===== config.mk =====
export PLATFORM = sky130hd
export DESIGN_NAME = solar_motor_sched_flat
export DESIGN_NICKNAME = d
export VERILOG_FILES = /design/src/rtl/solar_motor_sched_if.sv /design/src/rtl/solar_motor_sched.sv /design/src/flat_wrapper.sv
export SDC_FILE = /design/constraint.sdc
export NUM_CORES = 1
export LEC_CHECK = 0
export CORE_MARGIN = 5
export CORE_UTILIZATION = 59
export DETAILED_ROUTE_END_ITERATION = 10
export PLACE_DENSITY = 0.81
export SKIP_CTS_REPAIR_TIMING = 1
export SLEW_MARGIN = 5
export SYNTH_ARGS = -nofsm -noshare
export SYNTH_HDL_FRONTEND = slang
export SYNTH_SLANG_ARGS = --single-unit

===== constraint.sdc =====
create_clock -name clk -period 3.5 [get_ports clk]
set_clock_uncertainty 0.15 [all_clocks]
set_input_delay 0.35 -clock clk [delete_from_list [all_inputs] [get_ports clk]]
set_output_delay 0.35 -clock clk [all_outputs]
set_load 0.01 [all_outputs]

===== src/rtl/solar_motor_sched_if.sv =====
// Bus between the tracking FSM / motor pins and the motor scheduler.
// master: tracker side driving requests; slave: the scheduler.
interface solar_motor_sched_if;
    logic en;
    logic req_n;
    logic req_e;
    logic req_s;
    logic req_w;
    logic fault_clr;
    logic drv_n;
    logic drv_e;
    logic drv_s;
    logic drv_w;
    logic busy;
    logic fault;

    modport master (
        output en, req_n, req_e, req_s, req_w, fault_clr,
        input  drv_n, drv_e, drv_s, drv_w, busy, fault
    );

    modport slave (
        input  en, req_n, req_e, req_s, req_w, fault_clr,
        output drv_n, drv_e, drv_s, drv_w, busy, fault
    );
endinterface


===== src/rtl/solar_motor_sched.sv =====
// Tracker motor scheduler: one motor at a time, fixed bursts with settle gaps,
// dead time on direction change, and a runaway-burst fault latch.
module solar_motor_sched #(
    parameter int unsigned CW         = 16,
    parameter int unsigned RUN_CYC    = 1000,
    parameter int unsigned SETTLE_CYC = 250,
    parameter int unsigned DEAD_CYC   = 100,
    parameter int unsigned MAX_BURSTS = 16
) (
    input logic                clk,
    input logic                rst_n,
    solar_motor_sched_if.slave bus
);
    localparam int unsigned     BW         = $clog2(MAX_BURSTS + 1);
    localparam logic [CW-1:0]   RunLoad    = CW'(RUN_CYC - 1);
    localparam logic [CW-1:0]   SettleLoad = CW'(SETTLE_CYC - 1);
    localparam logic [CW-1:0]   DeadLoad   = CW'(DEAD_CYC - 1);
    localparam logic [BW-1:0]   BurstMax   = BW'(MAX_BURSTS);

    typedef enum logic [2:0] {StIdle, StDead, StRun, StSettle, StFault} state_e;

    // Direction encoding: 0=N, 1=E, 2=S, 3=W (matches qreq bit order).
    state_e        state;
    logic [CW-1:0] cnt;
    logic [BW-1:0] burst_cnt;
    logic [1:0]    cur_dir;
    logic [1:0]    rr_ptr;
    logic [1:0]    last_dir;
    logic          last_vld;   // low means last_dir is NONE

    logic [3:0]    qreq;
    logic [3:0]    cur_bit;
    logic [1:0]    win_dir;
    logic          win_vld;
    logic [1:0]    idx;
    logic [BW-1:0] burst_nxt;

    // Opposing requests on the same axis cancel each other.
    always_comb begin
        qreq[0] = bus.req_n & ~bus.req_s;
        qreq[1] = bus.req_e & ~bus.req_w;
        qreq[2] = bus.req_s & ~bus.req_n;
        qreq[3] = bus.req_w & ~bus.req_e;
    end

    // Round-robin winner, searching from the slot after rr_ptr; nearest slot wins.
    always_comb begin
        win_dir = rr_ptr;
        win_vld = 1'b0;
        idx     = rr_ptr;
        for (int i = 4; i >= 1; i--) begin
            idx = rr_ptr + 2'(i);
            if (qreq[idx]) begin
                win_dir = idx;
                win_vld = 1'b1;
            end
        end
    end

    assign cur_bit   = 4'b0001 << cur_dir;
    assign burst_nxt = (burst_cnt == '1) ? burst_cnt : burst_cnt + BW'(1);

    // Scheduler FSM with shared phase down-counter.
    always_ff @(posedge clk) begin
        if (!rst_n) begin
            state     <= StIdle;
            cnt       <= '0;
            burst_cnt <= '0;
            cur_dir   <= '0;
            rr_ptr    <= '0;
            last_dir  <= '0;
            last_vld  <= 1'b0;
        end else begin
            case (state)
                StIdle: begin
                    if (bus.en && win_vld) begin
                        cur_dir   <= win_dir;
                        rr_ptr    <= win_dir;
                        // The burst about to run is the first of this streak.
                        burst_cnt <= BW'(1);
                        if (last_vld && (last_dir == win_dir)) begin
                            state <= StRun;
                            cnt   <= RunLoad;
                        end else begin
                            state <= StDead;
                            cnt   <= DeadLoad;
                        end
                    end
                end
                StDead: begin
                    if (!bus.en) begin
                        state <= StIdle;
                        cnt   <= '0;
                    end else if (cnt == '0) begin
                        state    <= StRun;
                        cnt      <= RunLoad;
                        last_dir <= cur_dir;
                        last_vld <= 1'b1;
                    end else begin
                        cnt <= cnt - CW'(1);
                    end
                end
                StRun: begin
                    if (!bus.en || (cnt == '0)) begin
                        state <= StSettle;
                        cnt   <= SettleLoad;
                    end else begin
                        cnt <= cnt - CW'(1);
                    end
                end
                StSettle: begin
                    if (cnt != '0) begin
                        cnt <= cnt - CW'(1);
                    end else if (bus.en && (qreq == cur_bit)) begin
                        // Continue only while cur_dir is the sole qualified request,
                        // so competing directions take turns through IDLE.
                        burst_cnt <= burst_nxt;
                        if (burst_nxt == BurstMax) begin
                            state <= StFault;
                            cnt   <= '0;
                        end else begin
                            state <= StRun;
                            cnt   <= RunLoad;
                        end
                    end else begin
                        state     <= StIdle;
                        cnt       <= '0;
                        burst_cnt <= '0;
                    end
                end
                StFault: begin
                    if (bus.fault_clr) begin
                        state     <= StIdle;
                        cnt       <= '0;
                        burst_cnt <= '0;
                    end
                end
                default: begin
                    state <= StIdle;
                    cnt   <= '0;
                end
            endcase
        end
    end

    assign bus.drv_n = (state == StRun) && (cur_dir == 2'd0);
    assign bus.drv_e = (state == StRun) && (cur_dir == 2'd1);
    assign bus.drv_s = (state == StRun) && (cur_dir == 2'd2);
    assign bus.drv_w = (state == StRun) && (cur_dir == 2'd3);
    assign bus.busy  = (state == StDead) || (state == StRun) || (state == StSettle);
    assign bus.fault = (state == StFault);
endmodule


===== src/flat_wrapper.sv =====
// flat-port wrapper written by rule: the top's interface ports become plain ports
module solar_motor_sched_flat 
#(
    parameter int unsigned CW         = 16,
    parameter int unsigned RUN_CYC    = 1000,
    parameter int unsigned SETTLE_CYC = 250,
    parameter int unsigned DEAD_CYC   = 100,
    parameter int unsigned MAX_BURSTS = 16
)
  (clk, rst_n, bus_en, bus_req_n, bus_req_e, bus_req_s, bus_req_w, bus_fault_clr, bus_drv_n, bus_drv_e, bus_drv_s, bus_drv_w, bus_busy, bus_fault);
  solar_motor_sched_if bus_i ();
  input logic clk;
  input logic rst_n;
  input wire logic [$bits(bus_i.en)-1:0] bus_en;
  input wire logic [$bits(bus_i.req_n)-1:0] bus_req_n;
  input wire logic [$bits(bus_i.req_e)-1:0] bus_req_e;
  input wire logic [$bits(bus_i.req_s)-1:0] bus_req_s;
  input wire logic [$bits(bus_i.req_w)-1:0] bus_req_w;
  input wire logic [$bits(bus_i.fault_clr)-1:0] bus_fault_clr;
  output wire logic [$bits(bus_i.drv_n)-1:0] bus_drv_n;
  output wire logic [$bits(bus_i.drv_e)-1:0] bus_drv_e;
  output wire logic [$bits(bus_i.drv_s)-1:0] bus_drv_s;
  output wire logic [$bits(bus_i.drv_w)-1:0] bus_drv_w;
  output wire logic [$bits(bus_i.busy)-1:0] bus_busy;
  output wire logic [$bits(bus_i.fault)-1:0] bus_fault;
  assign bus_i.en = bus_en;
  assign bus_i.req_n = bus_req_n;
  assign bus_i.req_e = bus_req_e;
  assign bus_i.req_s = bus_req_s;
  assign bus_i.req_w = bus_req_w;
  assign bus_i.fault_clr = bus_fault_clr;
  assign bus_drv_n = bus_i.drv_n;
  assign bus_drv_e = bus_i.drv_e;
  assign bus_drv_s = bus_i.drv_s;
  assign bus_drv_w = bus_i.drv_w;
  assign bus_busy = bus_i.busy;
  assign bus_fault = bus_i.fault;
  solar_motor_sched #(.CW(CW), .RUN_CYC(RUN_CYC), .SETTLE_CYC(SETTLE_CYC), .DEAD_CYC(DEAD_CYC), .MAX_BURSTS(MAX_BURSTS)) u_core (.clk(clk), .rst_n(rst_n), .bus(bus_i));
endmodule

### Routed clock nets over the placement, run 1

Scale: 6 px per um.
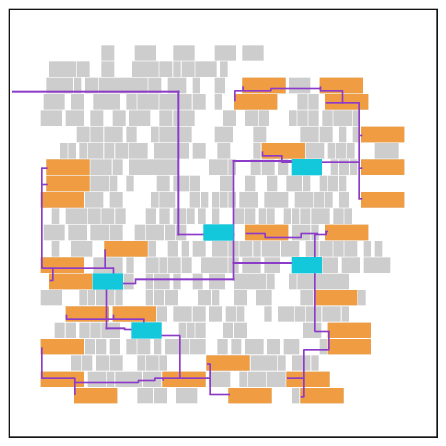
[purple] clock wires | length: 376 um
[orange] flip-flops | count: 29
[cyan] clock drivers | count: 5
routed clock nets: 6
flops lie: spread over the die
clock distribution power: 274 uW
clock network fraction of design power: 0.151

### M3 wires, run 1

Scale: 4 px per um.
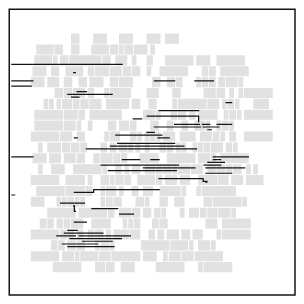
share of all routed wire: 7.8%
main direction: horizontal

### Routed metal, one colour a layer, run 1

Scale: 4 px per um.
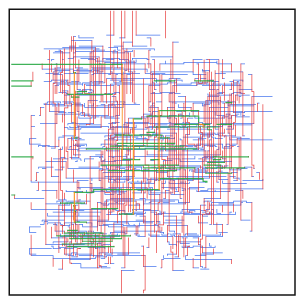
[red] metal 2 | wire length: 2450 um
[orange] metal 4 | wire length: 92.7 um
[green] metal 3 | wire length: 418 um
[blue] metal 1 | wire length: 2400 um
routed wire length: 5.36 mm
DR vias: 2167
routed len/inst: 15.4 um

==> run_results.csv, run 1 <==
group,metric,value,unit
cts,cts_tree,"yes",
setup_path,cp_num_cells,7,
power,ir_drop,416,uV
power,pwr-share-seq,0.278,
synth,ys_seq_share,0.264,
grt,grt_pass1_wl,9.03,mm
floorplan,floorplan.core_util,0.606,
cells_and_area,final_cells,347,
floorplan,die_x,71.1,um
sta,setup_viol,0,
power,power_leakage,0.921,nW
cts,htree_levels,2,
synth,xor_share,0.0677,
setup_path,critPathSlowestCell,"a221oi_2",
sta,fin_crit_sh,0.818,
setup_path,ff2ff_path_depth,7,
cells_and_area,flop_area,581,um^2
grt,top_usage_layer,"met2",
synth,synth_flops,29,
synth,synthDistinctLibCells,57,
grt,grt_max_degree,18,
power,total_power,1.81,mW
cells_and_area,drive_above_1_share,0.0702,
sta,period_minus_slack,2.86,ns
drt,drtPass1Iterations,5,
placement,numPortBuffers,13,
floorplan,boundaryPins,14,
placement,dp_hpwl,3.95,mm
setup_path,start_kind,"flip-flop",
synth,topCombFamilyByArea,"simple AND/OR/NAND/NOR gates",
run,drv_cap,0,
placement,post-place-ws,0.518,ns
setup_path,critical_path_buf_inv_count,1,
worst_hold_path,min_path_type,"reg -> reg",
power,p_int,962,uW
power,pwr_density_cell,744,mW/mm^2
cells_and_area,antenna_cells,0,
setup_path,path_delay_family,"AND-OR/OR-AND gates",
synth,synth-main-ff-cell,"dfxtp_1",
cells_and_area,layout.nets,313,
cts,numCtsBuffers,5,
synth,fp_nets,302,
cts,cts.sinks,29,
placement,post_dp_cell_area,0.00234,mm^2
floorplan,fp-row-count,22,
cts,cts_buffer_depth,2,
worst_hold_path,min_to,"u_core.last_vld",
run,warning_count,29,
floorplan,core_region_area,0.00363,mm^2
power,comb_power_share,0.571,
drt,ant_nets,0,
setup_path,r2r_start,"u_core.cur_dir[0]",
synth,edf_count,0,
cells_and_area,combGateArea,0.00153,mm^2
setup_path,path_cells,"inv_1 > ha_1 > or3_1 > a221oi_2 > a211oi_2 > a22o_1 > a221oi_2",
sta,drv_slew,0,
drt,drc_errors,0,
synth,netlist_instances,288,
setup_path,crit_end,"u_core.cnt[9]",
setup_path,crit_path_max_incr_delay,0.54,ns
grt,use_met1,0.306,
synth,ys_sh_simple,0.347,
setup_path,cp_common_cell,"a221oi_2",
cts,root_buffer,"clkbuf_8",
grt,grt.met3_usage,0.0355,
grt,grt_pass1_vias,1935,
synth,async_flop_share,0,
setup_path,crit_fanout,8,
setup_path,cp.arrival,2.91,ns
setup_path,r2r_slack,0.64,ns
status,outcome,"complete, no violations",
setup_path,setup.worst_path.end_class,"flip-flop",
sta,final_hold_viol_count,0,
power,switchingPower,846,uW
synth,synth_adder_area_share,0.0341,
grt,antenna_found_initial,0,
drt,drt_iter0_drc,227,
sta,setup_tns,0,ns
sta,tightestPinTransition,0.612,ns
sta,grt_setup_unrepaired,"false",
synth,muxShareOfSynthArea,0.0387,
cts,clock_latency,0.28,ns
grt,grt_overflow,0,
setup_path,worstSetupStartpoint,"u_core.cur_dir[0]",
synth,ys_warn_count,0,
placement,placedCellCount,340,
placement,gp_congestion,0.969,
grt,grt_util_met2,0.342,
worst_hold_path,worstHoldStart,"u_core.last_vld",
floorplan,chipArea,0.00505,mm^2
floorplan,die_y,71.1,um
cells_and_area,areaGrowthSynthToFinish,10.5,%
cells_and_area,final_util,0.669,
worst_hold_path,worstHoldPathCells,2,
setup_path,r2r_end,"u_core.cnt[9]",
power,swShare,0.468,
synth,yosys-stat-cells,288,
cts,clkTransAtPathRegs,0.06,ns
sta,finalWorstSetupSlack,0.638,ns
sta,hold_ws,0.333,ns
setup_path,crit_required,3.54,ns
-- run 1: cell families (layout without fill, tap and decap cells) --
kind of cell               count (synthesis)  after routing
muxes                                      6              6
adders and majority gates                  6              6
and+or+nand+nor                          143            143
xor gates and xnor gates                  17             17
DFF                                       29             29
AOI/OAI and AO/OA                         68             68
buffers and inverters                     19             30
-- run 1: synthesized netlist by cell type, types with 3 or more instances --
master | n | share of area
buf_2 | 4 | 0.0091
xor2_1 | 9 | 0.036
ha_1 | 6 | 0.034
nor2b_1 | 6 | 0.017
and2_1 | 3 | 0.0085
mux2i_1 | 4 | 0.018
nand3_1 | 11 | 0.025
nand2b_1 | 9 | 0.026
o21ai_1 | 8 | 0.018
inv_1 | 9 | 0.015
nand3b_1 | 3 | 0.010
o21a_1 | 3 | 0.010
and3_1 | 7 | 0.020
a211oi_1 | 3 | 0.010
a21oi_1 | 21 | 0.048
o21ai_0 | 8 | 0.018
nor3b_1 | 3 | 0.010
nor3_1 | 10 | 0.023
nor4_1 | 10 | 0.028
nand2_1 | 31 | 0.053
a31oi_1 | 6 | 0.017
nand4_1 | 3 | 0.0085
dfxtp_1 | 29 | 0.26
clkbuf_1 | 4 | 0.0068
nor2_1 | 32 | 0.055
xnor2_1 | 8 | 0.032
-- run 1: layout make-up --
class / count / share of cell area
well taps: 48 / 0.0247
multi-input cells: 240 / 0.630
repair buffers: 14 / 0.0566
inverters: 9 / 0.0139
flip-flops and latches: 29 / 0.239
clock buffers: 7 / 0.0355
-- run 1: layout by cell type, fill, tap and decap left out, drive strengths merged, types with 3 or more instances in the layout --
master / Yosys / routed
xnor2: 8 / 8
nor4: 11 / 11
dfxtp: 29 / 29
inv: 9 / 9
nor2: 32 / 32
nand4: 3 / 3
and2: 4 / 4
nor3: 10 / 10
nand3: 11 / 11
o21ai: 16 / 16
and3: 7 / 7
a21oi: 21 / 21
o21a: 3 / 3
clkbuf: 4 / 7
mux2i: 4 / 4
clkdlybuf4s50: 0 / 13
nand2: 31 / 31
a211oi: 4 / 4
or3: 3 / 3
xor2: 9 / 9
a31oi: 6 / 6
nor3b: 3 / 3
nand2b: 10 / 10
ha: 6 / 6
nor2b: 6 / 6
nand3b: 3 / 3
or2: 3 / 3
-- run 1: power groups by stage --
| stage | combinational (mW) | clock, mW | sequential (mW) |
|---|---|---|---|
| 6_report | 1.03 | 0.274 | 0.503 |
| 5_1_grt | 1.14 | 0.289 | 0.514 |
| 2_1_floorplan | 0.825 | 0 | 0.468 |
| 3_5_place_dp | 1.00 | 0 | 0.507 |
| 3_3_place_gp | 0.997 | 0 | 0.503 |
| 4_1_cts | 1.01 | 0.275 | 0.501 |
-- run 1: metal layers --
| metal | routed length (um) | vias up | part of all wire |
|---|---|---|---|
| met2 | 2450 | 97 | 0.46 |
| met4 | 92 | 0 | 0.017 |
| met5 | 0 | - | 0 |
| met1 | 2400 | 985 | 0.45 |
| met3 | 417 | 14 | 0.078 |
| li1 | - | 1071 | - |
-- run 1: flip-flops by register name (all words and copies together) (netlist names) --
register          flops
u_core.last_dir       2
u_core.last_vld       1
u_core.state          3
u_core.burst_cnt      5
u_core.cur_dir        2
u_core.cnt           16
==> inputs of run 2 (changes only) <==
Settings changed: CORE_UTILIZATION 59 to 54, PLACE_DENSITY 0.81 to 0.79.
Clock period 3.5 ns to 2.6 ns, I/O delays scaled along.
==> run 2 against run 1 <==
Synthesized cell count did not move. First-iteration DRC count fell by 4.0%. Cell area rose by 13%. Final cell count rose by 11%. Sequential power rose by 29%. Maximum frequency rose by 15%. Core utilization rose by 2.0 points. Count of clock-buffer cells in the layout did not move. Non-clock buffer count rose by 37. Critical endpoint is now u_core.cnt[8]. Highest routed layer unchanged.
==> run_results.csv, run 2 <==
group,metric,value,unit
cts,htree_levels,2,
cells_and_area,most-common-layout-cells,"buf_4, nor2_1, nand2_1, dfxtp_1, a21oi_1",
cts,cts_tree,"yes",
floorplan,fp-row-count,23,
synth,synthDistinctLibCells,57,
setup_path,path_cells,"or4_4 > nor4b_4 > buf_4 > a21oi_1 > a211oi_4 > buf_4 > a2bb2oi_1 > o311ai_1",
worst_hold_path,min_path_type,"reg -> reg",
drt,ant_nets,0,
setup_path,cp_common_cell,"buf_4",
cts,clock_latency,0.29,ns
drt,drc_errors,0,
power,ir_drop,526,uV
drt,drtPass1Iterations,5,
synth,netlist_instances,288,
cells_and_area,top_regs,"u_core.cnt (16), u_core.burst_cnt (5), u_core.state (3)",
placement,dp_hpwl,4.66,mm
grt,antenna_found_initial,0,
drt,vias,2385,
setup_path,path_delay_family,"simple AND/OR/NAND/NOR gates",
synth,topCellsByArea,"dfxtp_1, nor2_1, nand2_1",
cells_and_area,areaGrowthSynthToFinish,24.4,%
cts,root_buffer,"clkbuf_8",
floorplan,boundaryPins,14,
floorplan,chipArea,0.00545,mm^2
setup_path,cp.arrival,2.52,ns
grt,grt_max_degree,13,
drt,drt_iter0_drc,218,
power,switchingPower,1.25,mW
sta,finalWorstSetupSlack,0.101,ns
sta,final_hold_viol_count,0,
power,pwr-share-seq,0.239,
synth,ys_seq_share,0.264,
synth,edf_count,0,
setup_path,r2r_end,"u_core.cnt[8]",
synth,yosys-stat-cells,288,
cts,numCtsBuffers,5,
setup_path,r2r_start,"u_core.cnt[6]",
sta,fin_crit_sh,0.961,
cells_and_area,drive_above_1_share,0.185,
setup_path,crit_required,2.62,ns
cells_and_area,final_cells,386,
status,outcome,"complete, no violations",
setup_path,critPathSlowestCell,"or4_4",
cells_and_area,largest_register_ffs,16,
grt,grt_overflow,0,
cells_and_area,lay_top_count,"buf_4",
synth,async_flop_share,0,
power,comb_power_share,0.620,
cts,clkTransAtPathRegs,0.06,ns
synth,top_area_cell,"dfxtp_1",
setup_path,setup.worst_path.end_class,"flip-flop",
run,warning_count,29,
placement,placedCellCount,378,
setup_path,start_kind,"flip-flop",
floorplan,floorplan.core_util,0.554,
power,swShare,0.460,
setup_path,critical_path_buf_inv_count,2,
power,power.share.clock,0.141,
setup_path,r2r_slack,0.10,ns
floorplan,die_x,73.8,um
grt,grt_pass1_wl,10.3,mm
setup_path,ff2ff_path_depth,8,
setup_path,crit_path_max_incr_delay,0.59,ns
placement,post-place-ws,-0.00106,ns
worst_hold_path,worstHoldStart,"u_core.last_vld",
synth,synth_top_area_share,0.264,
setup_path,crit_fanout,6,
run,drv_cap,0,
power,power_leakage,1.11,nW
cells_and_area,top_register,"u_core.cnt",
sta,period_minus_slack,2.50,ns
cts,cts.sinks,29,
floorplan,die_y,73.8,um
placement,numPortBuffers,13,
sta,setup_viol,0,
sta,drv_slew,0,
floorplan,core_region_area,0.00397,mm^2
synth,fp_nets,302,
run 2: netlist changes by cell type in the layout (fill, tap and decap cells not counted), sizes merged:
cell,previous run,this run
buf,1,38
run 2: worst reg2reg max path, stage by stage, from the launching register on:
cell and delay (ns):
dfxtp_1 0.32, or4_4 0.59, nor4b_4 0.29, buf_4 0.19, a21oi_1 0.11, a211oi_4 0.31
buf_4 0.17, a2bb2oi_1 0.15, o311ai_1 0.10
run 2: area by class of cell:
class                      count  area, um^2  share of cell area
timing repair buffer          51         415               0.152
inverter                       9        33.8              0.0123
clock buffer                   7        86.3              0.0315
tap                           50        62.6              0.0229
sequential                    29         581               0.212
multi-input combinational    240        1560               0.569
run 2: power groups by stage:
stage | Sequential, mW | Combinational (mW) | Clock, mW
final | 0.648 | 1.68 | 0.383
after floorplan | 0.630 | 1.11 | 0
after CTS | 0.645 | 1.60 | 0.383
after global placement | 0.648 | 1.56 | 0
after global routing | 0.663 | 1.81 | 0.410
after detailed placement | 0.653 | 1.59 | 0
run 2: kinds of logic (layout without fill, tap and decap cells):
kind of cell / after synthesis / count (layout) / share of synthesized area
buffers and inverters: 19 / 67 / 0.0398
flip-flops: 29 / 29 / 0.264
AND/OR/NAND/NOR: 143 / 143 / 0.347
AND-OR/OR-AND: 68 / 68 / 0.209
multiplexers: 6 / 6 / 0.0387
XOR/XNOR: 17 / 17 / 0.0677
adder cells (fa/ha/maj): 6 / 6 / 0.0341
run 2: worst max path at each step:
stage	startpoint	to	cells after the start
floorplan	u_core.cur_dir[0]	u_core.cnt[9]	7
global placement	bus_req_n	u_core.cnt[9]	8
detailed placement	bus_req_n	u_core.cnt[9]	8
CTS	u_core.burst_cnt[1]	u_core.cnt[8]	9
global route	u_core.cnt[6]	u_core.cnt[6]	8
finish	u_core.cnt[6]	u_core.cnt[8]	8
run 2: layer usage:
layer	share of wire	up-vias	global-route usage
li1	-	1153	-
met1	0.44	1065	0.312
met2	0.46	139	0.389
met3	0.083	28	0.0711
met4	0.023	0	0.0744
met5	0	-	0
run 2: through the flow:
stage | hold WS [ns] | area (um^2) | power (mW) | util
3_5_place_dp | 0.311 | 2620 | 2.24 | 0.659
2_1_floorplan | 0.281 | 2200 | 1.74 | -
6_report | 0.322 | 2740 | 2.71 | 0.689
5_1_grt | 0.353 | 2740 | 2.88 | 0.689
3_3_place_gp | 0.307 | 2620 | 2.21 | 0.659
4_1_cts | 0.327 | 2700 | 2.63 | 0.681
### Sequential cells grouped by signal name, run 2

Scale: 4 px per um. Other sequential cells in the stronger grey, the rest of the logic in the fainter grey.
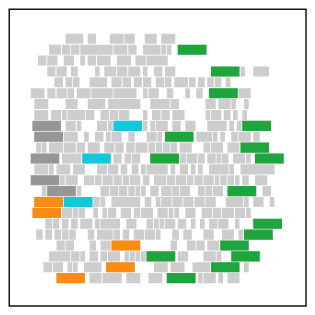
[green] `u_core.cnt` | sequential cells: 16
[cyan] `u_core.state` | sequential cells: 3
[orange] `u_core.burst_cnt` | sequential cells: 5 | where: bottom left
not coloured: 5

### Routed metal, one colour a layer, run 2

Scale: 4 px per um.
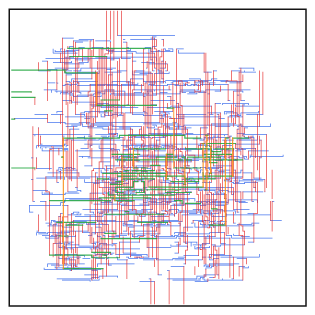
[orange] metal 4 | wire length: 144 um
[blue] metal 1 | wire length: 2690 um
[green] metal 3 | wire length: 515 um
[red] metal 2 | wire length: 2820 um
routed len/inst: 16.0 um
routed wire length: 6.16 mm

### Routed clock nets over the placement, run 2

Scale: 4 px per um.
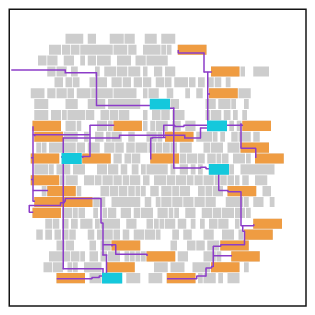
[purple] clock wires | length: 423 um
[cyan] clock drivers | count: 5
[orange] flip-flops | count: 29
routed clock nets: 6

==> inputs of run 3 (changes only) <==
Settings changed: CTS_CLUSTER_SIZE from default to 24.
==> run 3 against run 2 <==
Non-clock buffer count is the same. Cell area unchanged. Core utilization stayed put. First-iteration DRC count unchanged. Die size unchanged. Power did not move. Register-to-register slack is essentially flat. Sequential share of layout area is the same. Area after synthesis did not move. Worst hold slack unchanged. Combinational power barely moved. Maximum frequency unchanged.
==> run_results.csv, run 3 <==
group,metric,value,unit
status,outcome,"complete, no violations",
floorplan,floorplan.core_util,0.554,
sta,fin_crit_sh,0.961,
drt,drc_errors,0,
cells_and_area,drive_above_1_share,0.185,
run,drv_cap,0,
floorplan,chipArea,0.00545,mm^2
worst_hold_path,worstHoldStart,"u_core.last_vld",
synth,edf_count,0,
drt,drtPass1Iterations,5,
sta,hold_ws,0.322,ns
drt,wl_per_cell,16.0,um
cts,cts.sinks,29,
setup_path,path_cells,"or4_4 > nor4b_4 > buf_4 > a21oi_1 > a211oi_4 > buf_4 > a2bb2oi_1 > o311ai_1",
synth,top_area_cell,"dfxtp_1",
worst_hold_path,min_path_type,"reg -> reg",
synth,synth_top_area_share,0.264,
sta,drv_slew,0,
synth,async_flop_share,0,
drt,drt_iter0_drc,218,
setup_path,critPathSlowestCell,"or4_4",
floorplan,die_x,73.8,um
sta,finalWorstSetupSlack,0.101,ns
cells_and_area,final_util,0.689,
drt,via_per_inst,6.18,
sta,period_minus_slack,2.50,ns
sta,final_hold_viol_count,0,
synth,yosys-stat-cells,288,
floorplan,core_region_area,0.00397,mm^2
placement,dp_hpwl,4.66,mm
power,power_leakage,1.11,nW
cells_and_area,lay_top_count,"buf_4",
synth,ys_seq_share,0.264,
sta,setup_viol,0,
drt,wirelength,6.16,mm
floorplan,boundaryPins,14,
setup_path,cp.arrival,2.52,ns
grt,grt_overflow,0,
placement,placedCellCount,378,
setup_path,setup.worst_path.end_class,"flip-flop",
setup_path,path_delay_family,"simple AND/OR/NAND/NOR gates",
synth,synthDistinctLibCells,57,
cells_and_area,top_register,"u_core.cnt",
setup_path,start_kind,"flip-flop",
cells_and_area,top_regs,"u_core.cnt (16), u_core.burst_cnt (5), u_core.state (3)",
floorplan,die_y,73.8,um
cts,numCtsBuffers,5,
setup_path,cp_common_cell,"buf_4",
setup_path,crit_required,2.62,ns
cells_and_area,most-common-layout-cells,"buf_4, nor2_1, nand2_1, dfxtp_1, a21oi_1",
setup_path,r2r_slack,0.10,ns
cells_and_area,areaGrowthSynthToFinish,24.4,%
synth,topCellsByArea,"dfxtp_1, nor2_1, nand2_1",
cells_and_area,final_cells,386,
placement,post_dp_cell_area,0.00262,mm^2
run,warning_count,29,
setup_path,crit_path_max_incr_delay,0.59,ns
grt,antenna_found_initial,0,
synth,netlist_instances,288,
floorplan,fp-row-count,23,
cts,root_buffer,"clkbuf_8",
synth,syn_area_per_cell,7.64,um^2
cells_and_area,fin_area,0.00274,mm^2
synth,fp_nets,302,
cts,htree_levels,2,
placement,gp_congestion,0.948,
[run 3: cell counts in the layout (fill, tap and decap cells not counted)]
No cell type changed its count.
[run 3: area by class of cell]
type | instances | area, um^2 | share of cell area
Sequential cell | 29 | 581 | 0.212
Tap cell | 50 | 62.6 | 0.0229
Inverter | 9 | 33.8 | 0.0123
Timing Repair Buffer | 51 | 415 | 0.152
Multi-Input combinational cell | 240 | 1560 | 0.569
Clock buffer | 7 | 86.3 | 0.0315
[run 3: power breakdown]
group / switching [mW] / internal, mW
logic: 0.966 / 0.718
registers: 0.109 / 0.539
clock network: 0.173 / 0.209
[run 3: per-layer routing]
| metal | global-route usage | share of wire | up-vias |
|---|---|---|---|
| met1 | 0.312 | 0.44 | 1065 |
| met3 | 0.0711 | 0.083 | 28 |
| met5 | 0 | 0 | - |
| li1 | - | - | 1153 |
| met2 | 0.389 | 0.46 | 139 |
| met4 | 0.0744 | 0.023 | 0 |
[run 3: stage by stage]
stage,TNS [ns],power (mW)
2_1_floorplan,0,1.74
3_3_place_gp,0,2.21
3_5_place_dp,-0.00106,2.24
4_1_cts,-0.0156,2.63
5_1_grt,-0.0150,2.88
6_report,0,2.71
[run 3: logic make-up after synthesis]
kind of cell    Yosys count  share of synthesized area
compound gates           68                      0.209
xor+xnor                 17                     0.0677
fa+ha+maj                 6                     0.0341
buf+inv                  19                     0.0398
flops                    29                      0.264
mux                       6                     0.0387
simple gates            143                      0.347
[run 3: path summary, 6_finish.rpt]
path / to / depth (start not counted)
worst max register to register: u_core.cnt[8] / 8
worst min register to register: u_core.last_vld / 2
worst max-delay path: u_core.cnt[8] / 8
worst min-delay path: u_core.last_vld / 2
[run 3: worst reg2reg max path, stage by stage, from the launching register on]
cell and delay [ns]:
dfxtp_1 0.32, or4_4 0.59, nor4b_4 0.29, buf_4 0.19, a21oi_1 0.11, a211oi_4 0.31, buf_4 0.17, a2bb2oi_1 0.15
o311ai_1 0.10
### Routed clock nets over the placement, run 3

Scale: 4 px per um.
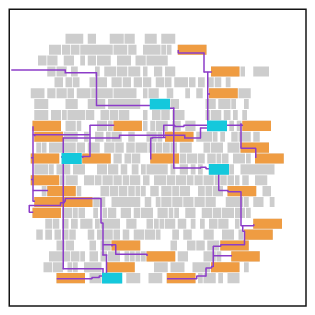
[cyan] clock drivers | count: 5
[purple] clock wires | length: 423 um
[orange] flip-flops | count: 29
routed clock nets: 6
Latency at later pin: 0.29 ns
clock distribution power: 383 uW
clock network fraction of design power: 0.141

### Sequential cells grouped by signal name, run 3

Scale: 4 px per um. Other sequential cells in the stronger grey, the rest of the logic in the fainter grey.
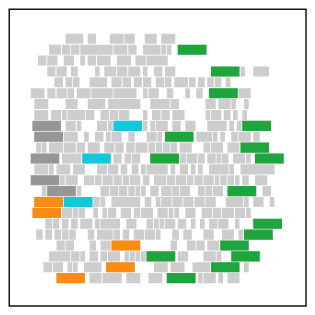
[orange] `u_core.burst_cnt` | sequential cells: 5 | where: bottom left
[cyan] `u_core.state` | sequential cells: 3
[green] `u_core.cnt` | sequential cells: 16
not coloured: 5
total sequential power: 648 uW
register area: 581 um^2

### Routed metal, one colour a layer, run 3

Scale: 4 px per um.
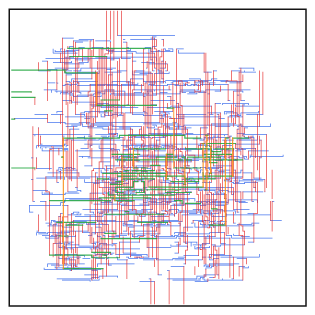
[orange] metal 4 | wire length: 144 um
[blue] metal 1 | wire length: 2690 um
[red] metal 2 | wire length: 2820 um
[green] metal 3 | wire length: 515 um
DR vias: 2385
Total GRT Usage: 0.242

Power is estimated from default activity; no workload was simulated.
